[config.mk]
export PLATFORM = sky130hd
export DESIGN_NAME = mem_req_scheduler
export DESIGN_NICKNAME = d
export VERILOG_FILES = /design/src/rtl/mem_req_scheduler.sv
export SDC_FILE = /design/constraint.sdc
export NUM_CORES = 1
export LEC_CHECK = 0
export CAP_MARGIN = 20
export CORE_ASPECT_RATIO = 1.4
export CORE_MARGIN = 1
export CORE_UTILIZATION = 45
export CTS_CLUSTER_DIAMETER = 30
export DETAILED_ROUTE_END_ITERATION = 16
export GPL_TIMING_DRIVEN = 0
export MAX_ROUTING_LAYER = met4
export PLACE_DENSITY = 0.73
export SKIP_LAST_GASP = 1
export SYNTH_ARGS = -nofsm -noshare
export SYNTH_HDL_FRONTEND = slang
export SYNTH_SLANG_ARGS = --single-unit
[constraint.sdc]
create_clock -name clk -period 5.4 [get_ports clk]
set_clock_uncertainty 0.05 [all_clocks]
set_input_delay 1.08 -clock clk [delete_from_list [all_inputs] [get_ports clk]]
set_output_delay 1.08 -clock clk [all_outputs]
set_load 0.05 [all_outputs]
[src/rtl/mem_req_scheduler.sv]
// -----------------------------------------------------------------------------
// mem_req_scheduler
//
// Accepts read/write requests from a single client and issues them to a
// memory controller.
// - Writes are buffered in WQ (address + data) and reads in RQ (address).
// - Each direction issues in order and is limited to MAX_OUT in-flight
//   requests.
// - A read whose address matches any write still waiting in WQ is held back
//   (read-after-write), so the read always observes the newer data.
// - Read returns are forwarded to the client as registered one-cycle responses.
//
// Ports
//   clk, rst_n                      clock, asynchronous active-low reset
//   req_valid/req_ready             client request handshake (ready is comb.)
//   req_write/req_address/req_data  request type, address and write data
//   wr_en/wr_address/wr_data        write issue pulse and payload
//   wr_ret_ack                      write completion from the controller
//   rd_en/rd_address                read issue pulse and address
//   rd_ret_ack/rd_ret_address/rd_ret_data  read return from the controller
//   resp_valid/resp_address/resp_data      read response to the client
// -----------------------------------------------------------------------------
module mem_req_scheduler #(
  parameter int QDEPTH  = 4,
  parameter int MAX_OUT = 4
) (
  input  logic        clk,
  input  logic        rst_n,
  input  logic        req_valid,
  output logic        req_ready,
  input  logic        req_write,
  input  logic [15:0] req_address,
  input  logic [15:0] req_data,
  output logic        wr_en,
  output logic [15:0] wr_address,
  output logic [15:0] wr_data,
  input  logic        wr_ret_ack,
  output logic        rd_en,
  output logic [15:0] rd_address,
  input  logic        rd_ret_ack,
  input  logic [15:0] rd_ret_address,
  input  logic [15:0] rd_ret_data,
  output logic        resp_valid,
  output logic [15:0] resp_address,
  output logic [15:0] resp_data
);

  localparam int PW = $clog2(QDEPTH);
  localparam int CW = PW + 1;
  localparam logic [CW-1:0] QFULL     = CW'(QDEPTH);
  localparam logic [3:0]    MAX_OUT_C = 4'(MAX_OUT);

  // Queue storage and bookkeeping
  logic [15:0]   wq_addr_q [QDEPTH];
  logic [15:0]   wq_data_q [QDEPTH];
  logic [15:0]   rq_addr_q [QDEPTH];
  logic [PW-1:0] wq_wr_ptr_q, wq_rd_ptr_q;
  logic [PW-1:0] rq_wr_ptr_q, rq_rd_ptr_q;
  logic [CW-1:0] wq_cnt_q, wq_cnt_d;
  logic [CW-1:0] rq_cnt_q, rq_cnt_d;

  // In-flight counters
  logic [3:0]    wr_out_q, wr_out_d;
  logic [3:0]    rd_out_q, rd_out_d;

  // Registered outputs
  logic          wr_en_q, rd_en_q, resp_valid_q;
  logic [15:0]   wr_address_q, wr_data_q, rd_address_q;
  logic [15:0]   resp_address_q, resp_data_q;

  // Combinational control
  logic          wq_full_s, rq_full_s;
  logic          wq_push_s, rq_push_s;
  logic          wr_issue_s, rd_issue_s;
  logic          raw_hit_s;

  assign wr_en        = wr_en_q;
  assign wr_address   = wr_address_q;
  assign wr_data      = wr_data_q;
  assign rd_en        = rd_en_q;
  assign rd_address   = rd_address_q;
  assign resp_valid   = resp_valid_q;
  assign resp_address = resp_address_q;
  assign resp_data    = resp_data_q;

  // Handshake, push/issue decisions and the read-after-write address check
  always_comb begin
    wq_full_s = (wq_cnt_q == QFULL);
    rq_full_s = (rq_cnt_q == QFULL);

    if (req_write) begin
      req_ready = !wq_full_s;
    end else begin
      req_ready = !rq_full_s;
    end

    wq_push_s = req_valid & req_write & !wq_full_s;
    rq_push_s = req_valid & !req_write & !rq_full_s;

    // A slot is live when its distance from the read pointer is below the
    // occupancy; a full queue makes every slot live (low count bits wrap to 0).
    raw_hit_s = 1'b0;
    for (int i = 0; i < QDEPTH; i++) begin
      raw_hit_s = raw_hit_s |
                  ((wq_full_s || ((PW'(i) - wq_rd_ptr_q) < wq_cnt_q[PW-1:0])) &&
                   (wq_addr_q[i] == rq_addr_q[rq_rd_ptr_q]));
    end

    wr_issue_s = (wq_cnt_q != '0) && (wr_out_q < MAX_OUT_C);
    rd_issue_s = (rq_cnt_q != '0) && (rd_out_q < MAX_OUT_C) && !raw_hit_s;
  end

  // Next-state occupancy and in-flight counters
  always_comb begin
    if (wq_push_s && !wr_issue_s) begin
      wq_cnt_d = wq_cnt_q + CW'(1'b1);
    end else if (!wq_push_s && wr_issue_s) begin
      wq_cnt_d = wq_cnt_q - CW'(1'b1);
    end else begin
      wq_cnt_d = wq_cnt_q;
    end

    if (rq_push_s && !rd_issue_s) begin
      rq_cnt_d = rq_cnt_q + CW'(1'b1);
    end else if (!rq_push_s && rd_issue_s) begin
      rq_cnt_d = rq_cnt_q - CW'(1'b1);
    end else begin
      rq_cnt_d = rq_cnt_q;
    end

    // Acks with nothing outstanding (e.g. after a reset) saturate at zero.
    if (wr_issue_s && !wr_ret_ack) begin
      wr_out_d = wr_out_q + 4'd1;
    end else if (!wr_issue_s && wr_ret_ack && (wr_out_q != 4'd0)) begin
      wr_out_d = wr_out_q - 4'd1;
    end else begin
      wr_out_d = wr_out_q;
    end

    if (rd_issue_s && !rd_ret_ack) begin
      rd_out_d = rd_out_q + 4'd1;
    end else if (!rd_issue_s && rd_ret_ack && (rd_out_q != 4'd0)) begin
      rd_out_d = rd_out_q - 4'd1;
    end else begin
      rd_out_d = rd_out_q;
    end
  end

  // All sequential state: queues, counters and registered outputs
  always_ff @(posedge clk or negedge rst_n) begin
    if (!rst_n) begin
      for (int i = 0; i < QDEPTH; i++) begin
        wq_addr_q[i] <= 16'h0000;
        wq_data_q[i] <= 16'h0000;
        rq_addr_q[i] <= 16'h0000;
      end
      wq_wr_ptr_q    <= '0;
      wq_rd_ptr_q    <= '0;
      rq_wr_ptr_q    <= '0;
      rq_rd_ptr_q    <= '0;
      wq_cnt_q       <= '0;
      rq_cnt_q       <= '0;
      wr_out_q       <= 4'd0;
      rd_out_q       <= 4'd0;
      wr_en_q        <= 1'b0;
      rd_en_q        <= 1'b0;
      resp_valid_q   <= 1'b0;
      wr_address_q   <= 16'h0000;
      wr_data_q      <= 16'h0000;
      rd_address_q   <= 16'h0000;
      resp_address_q <= 16'h0000;
      resp_data_q    <= 16'h0000;
    end else begin
      wq_cnt_q <= wq_cnt_d;
      rq_cnt_q <= rq_cnt_d;
      wr_out_q <= wr_out_d;
      rd_out_q <= rd_out_d;

      if (wq_push_s) begin
        wq_addr_q[wq_wr_ptr_q] <= req_address;
        wq_data_q[wq_wr_ptr_q] <= req_data;
        wq_wr_ptr_q            <= wq_wr_ptr_q + PW'(1'b1);
      end else begin
        wq_wr_ptr_q <= wq_wr_ptr_q;
      end

      if (rq_push_s) begin
        rq_addr_q[rq_wr_ptr_q] <= req_address;
        rq_wr_ptr_q            <= rq_wr_ptr_q + PW'(1'b1);
      end else begin
        rq_wr_ptr_q <= rq_wr_ptr_q;
      end

      wr_en_q <= wr_issue_s;
      if (wr_issue_s) begin
        wr_address_q <= wq_addr_q[wq_rd_ptr_q];
        wr_data_q    <= wq_data_q[wq_rd_ptr_q];
        wq_rd_ptr_q  <= wq_rd_ptr_q + PW'(1'b1);
      end else begin
        wr_address_q <= wr_address_q;
        wr_data_q    <= wr_data_q;
        wq_rd_ptr_q  <= wq_rd_ptr_q;
      end

      rd_en_q <= rd_issue_s;
      if (rd_issue_s) begin
        rd_address_q <= rq_addr_q[rq_rd_ptr_q];
        rq_rd_ptr_q  <= rq_rd_ptr_q + PW'(1'b1);
      end else begin
        rd_address_q <= rd_address_q;
        rq_rd_ptr_q  <= rq_rd_ptr_q;
      end

      resp_valid_q <= rd_ret_ack;
      if (rd_ret_ack) begin
        resp_address_q <= rd_ret_address;
        resp_data_q    <= rd_ret_data;
      end else begin
        resp_address_q <= resp_address_q;
        resp_data_q    <= resp_data_q;
      end
    end
  end

endmodule

==> results.py <==
# Physical implementation metrics
metrics = {
    "power": {
        "clockNetworkPower_uw": 2980,
        "clock_power_share_pct": 23.9,
        "switching_power_uw": 4620,
        "power_leader": "combinational logic",
        "powerDensity_nw_per_um2": 724,
        "combinationalPower_uw": 5510,
        "power.sequential.fraction_pct": 31.9,
        "p_leak_uw": 0.00721,
        "ir_drop_v": 0.000495,
        "switching_share_pct": 37.1,
        "share_comb_of_total_power_pct": 44.2,
        "internal_power_uw": 7840,
        "seq-power_uw": 3970,
    },
    "yosys": {
        "synth.cellmix.xorXnorShare_pct": 4.85,
        "synth_cell_area_um2": 13500,
        "syn_inst": 893,
        "synth_top_flop_cell": "dfrtp_1",
        "ys_cells": 893,
        "synthDominantAreaCellType": "dfrtp_1",
        "netlist_top_cells_area": "dfrtp_1 55%, mux2_2 22%, mux4_2 8.0%",
        "fp_nets": 985,
        "enable_flop_cells": 0,
        "synthAdderAreaFrac_pct": 2.26,
        "post_synth_arst_share_pct": 100,
        "yosys_register_bits": 297,
        "complex_gates_by_area_pct": 1.58,
        "synth.area.mux_share_pct": 31.7,
        "post-synth-top-area-fraction_pct": 54.9,
        "simple_gate_area_share_pct": 2.80,
        "synth.cells.most_frequent": "297 x dfrtp_1, 263 x mux2_2, 60 x xnor2_1",
        "synth.comb.largest_family": "multiplexers",
        "syn_warnings": 0,
        "avgSynthCellArea_um2": 15.2,
        "ys_seq_share_pct": 54.9,
        "synth_cell_type_count": 42,
        "most_frequent_cell_after_synthesis": "dfrtp_1",
        "yosys_area_um2": 13500,
    },
    "die": {
        "design.core.area_um2": 29400,
        "die_w_um": 149,
        "placement_rows": 74,
        "io_pins": 154,
        "chip_area_um2": 30800,
        "floorplan.die.height_um": 207,
        "initCoreUtil_pct": 46.1,
    },
    "cts": {
        "ctsLongestPathBuffers": 3,
        "cts_setup_buffers": 0,
        "cts-hold-fix-buffers": 0,
        "cts.reportedPaths.clkPinSlew_ns": 0.05,
        "cts.htree.levels": 2,
        "numClockSinks": 297,
        "cts_buffers": 45,
        "ctsRootBufferMaster": "clkbuf_16",
        "cts_tree": "done",
        "clk-insertion-delay-late_ns": 0.55,
        "cts.repair.resized": 0,
    },
    "cells_and_area": {
        "layout.non_clock_buffers": 199,
        "nFillCells": 2251,
        "signal_buffer_area_fraction_pct": 10.6,
        "postLayoutCellArea_um2": 17200,
        "layout.area.seq_um2": 7430,
        "comb_share_pct": 34.0,
        "biggestRegsByFlops": "rq_addr_q: 64 flops, wq_addr_q: 64 flops, wq_data_q: 64 flops",
        "clock_buffers": 55,
        "number_of_nets_in_the_layout": 1189,
        "multiInputCombCellCount": 539,
        "stdcell_count": 1513,
        "flow.area_growth_from_synthesis_pct": 27.1,
        "antennaDiodeCount": 0,
        "layout_top_cell_excl_fill_tap": "dfrtp_1",
        "clkCellAreaFrac_pct": 9.13,
        "largest_class": "sequential cells",
        "sequential_share_of_cell_area_pct": 43.2,
        "seq_cells": 297,
        "inverters": 15,
        "layout.area.comb_um2": 5840,
        "final_layout_top_logic_cells": "297 x dfrtp_1, 263 x mux2_2, 152 x clkdlybuf4s50_1",
        "drive_above_1_share_pct": 35.8,
    },
    "worst_setup_path": {
        "regToRegEndpoint": "rq_cnt_q[2]",
        "worst_ep_required_time_ns": 5.82,
        "worstSetupPathDepth": 18,
        "critical-path-top-cell-by-count": "xor2_1",
        "timing.critical_path.to_type": "register",
        "cp-endpoint": "rq_cnt_q[2]",
        "worst_path_buffer_plus_inverter_count": 6,
        "cells_traversed_along_the_worst_timing_path": "clkbuf_1, buf_1, xor2_1, inv_1, ha_1, a21oi_1, o21ai_0, nor4_1, nand4_1, nand4_2, buf_6, buf_8, ha_1, inv_1, fa_1, xor2_1, nor2_1, xor2_1",
        "timing.setup.critical_path_class": "register to register",
        "critical_path.startpoint": "wq_rd_ptr_q[0]",
        "crit_arrival_ns": 5.22,
        "timing.critical_path.from_type": "register",
        "reg2reg_slack_ns": 0.60,
        "family_with_the_most_delay_on_the_worst_path": "buffers and inverters",
        "worst_path_largest_cell_delay_ns": 0.70,
        "cpMaxStageDelayCell": "buf_1",
        "rr_worst_depth": 18,
        "rr_startpoint": "wq_rd_ptr_q[0]",
        "worstPathMaxFanout": 10,
    },
    "min_path": {
        "worstHoldPathType": "register to register",
        "min_to": "rd_address[10]",
        "worst_hold_startpoint": "rd_address[10]",
        "holdPathStages": 2,
    },
    "global_route": {
        "global_routing_met1_resource_utilization_pct": 26.6,
        "antenna_found_initial": 0,
        "grt_max_degree": 121,
        "grt.busiest_layer": "met2",
        "number_of_global_route_vias_before_repair": 8818,
        "globalRoute.totalOverflow": 0,
        "grt_first_pass_wirelength_mm": 50.4,
        "groute.layer.met2.usage_pct": 36.5,
    },
    "place": {
        "gpl_wtd_cong": 0.868,
        "post-dp-hpwl_mm": 21.5,
        "numPlacedInstances": 1429,
        "dpl_worst_slack_ns": 0.581,
        "port_buffers": 153,
        "placed_cell_area_um2": 15600,
    },
    "drt": {
        "drt_first_iter_violations": 387,
        "route.detailed.drc": 0,
        "route.antenna.remaining_nets": 0,
        "detail_route.wirelength.met1_mm": 12.7,
        "avgViaCountPerCell": 5.45,
        "total_via_count_in_the_routed_design": 8248,
        "drtPass1Iterations": 4,
        "wire_length_on_met2_mm": 16.3,
        "met3RoutedLength_mm": 1.14,
        "totalWireLength_mm": 31.3,
        "top_signal_layer_used": "met4",
    },
    "job": {
        "warnings": 37,
        "max-cap-violations": 0,
    },
    "sta": {
        "timing.slew.headroom_pct": 27.1,
        "timing.final.max_slew_violations": 0,
        "finalSetupViolCount": 0,
        "achievable_frequency_mhz": 208,
        "post-route-worst-setup-slack_ns": 0.601,
        "totalNegativeSetupSlack_ns": 0,
        "worst_slew_pin_slew_ns": 1.09,
        "final_period_minus_worst_setup_slack_ns": 4.80,
        "rsz_0062_raised_after_global_routing": "false",
        "timing.hold.ws_ns": 0.435,
        "finalCritPeriodShare_pct": 88.9,
    },
    "run_status": {
        "result_of_the_run": "completed",
    },
}
**Wiring by layer**

Scale: 2 px per um. Two of the layers only.
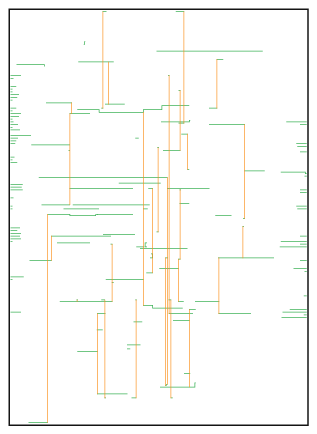
layer	color	wire length
met4	orange	1230 um
met3	green	1140 um

**Track usage over the die**

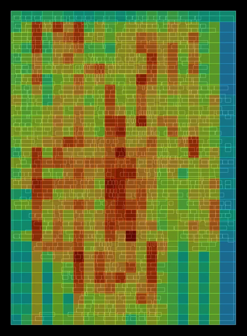
met3 demand-to-capacity share in global routing: 3.45%
post-layout util: 58.6%
routed len/inst: 20.7 um
combined global-route utilization of all metal layers: 22.1%

**Zoomed window**

Region (59, 130) to (89, 160) um. Cells in gray, sequential cells in the stronger gray; small squares are vias.
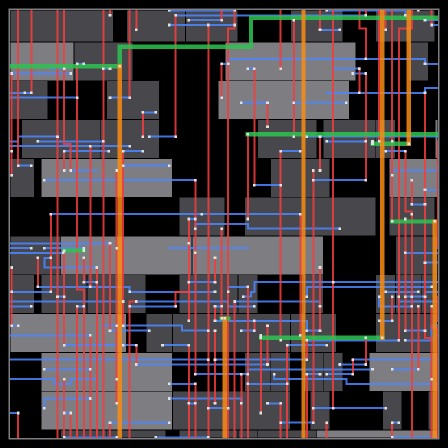
layer	color
met2	red
met1	blue
met3	green
met4	orange
most frequent	dfrtp_1 (9), mux2_2 (8), buf_1 (6)
cells with their middle in the window	49
netlist names of flops here include	wq_addr_q (6), wr_address (2)
sequential cells in the window	9

No activity file was given, so power comes from the tool's default toggle rates.
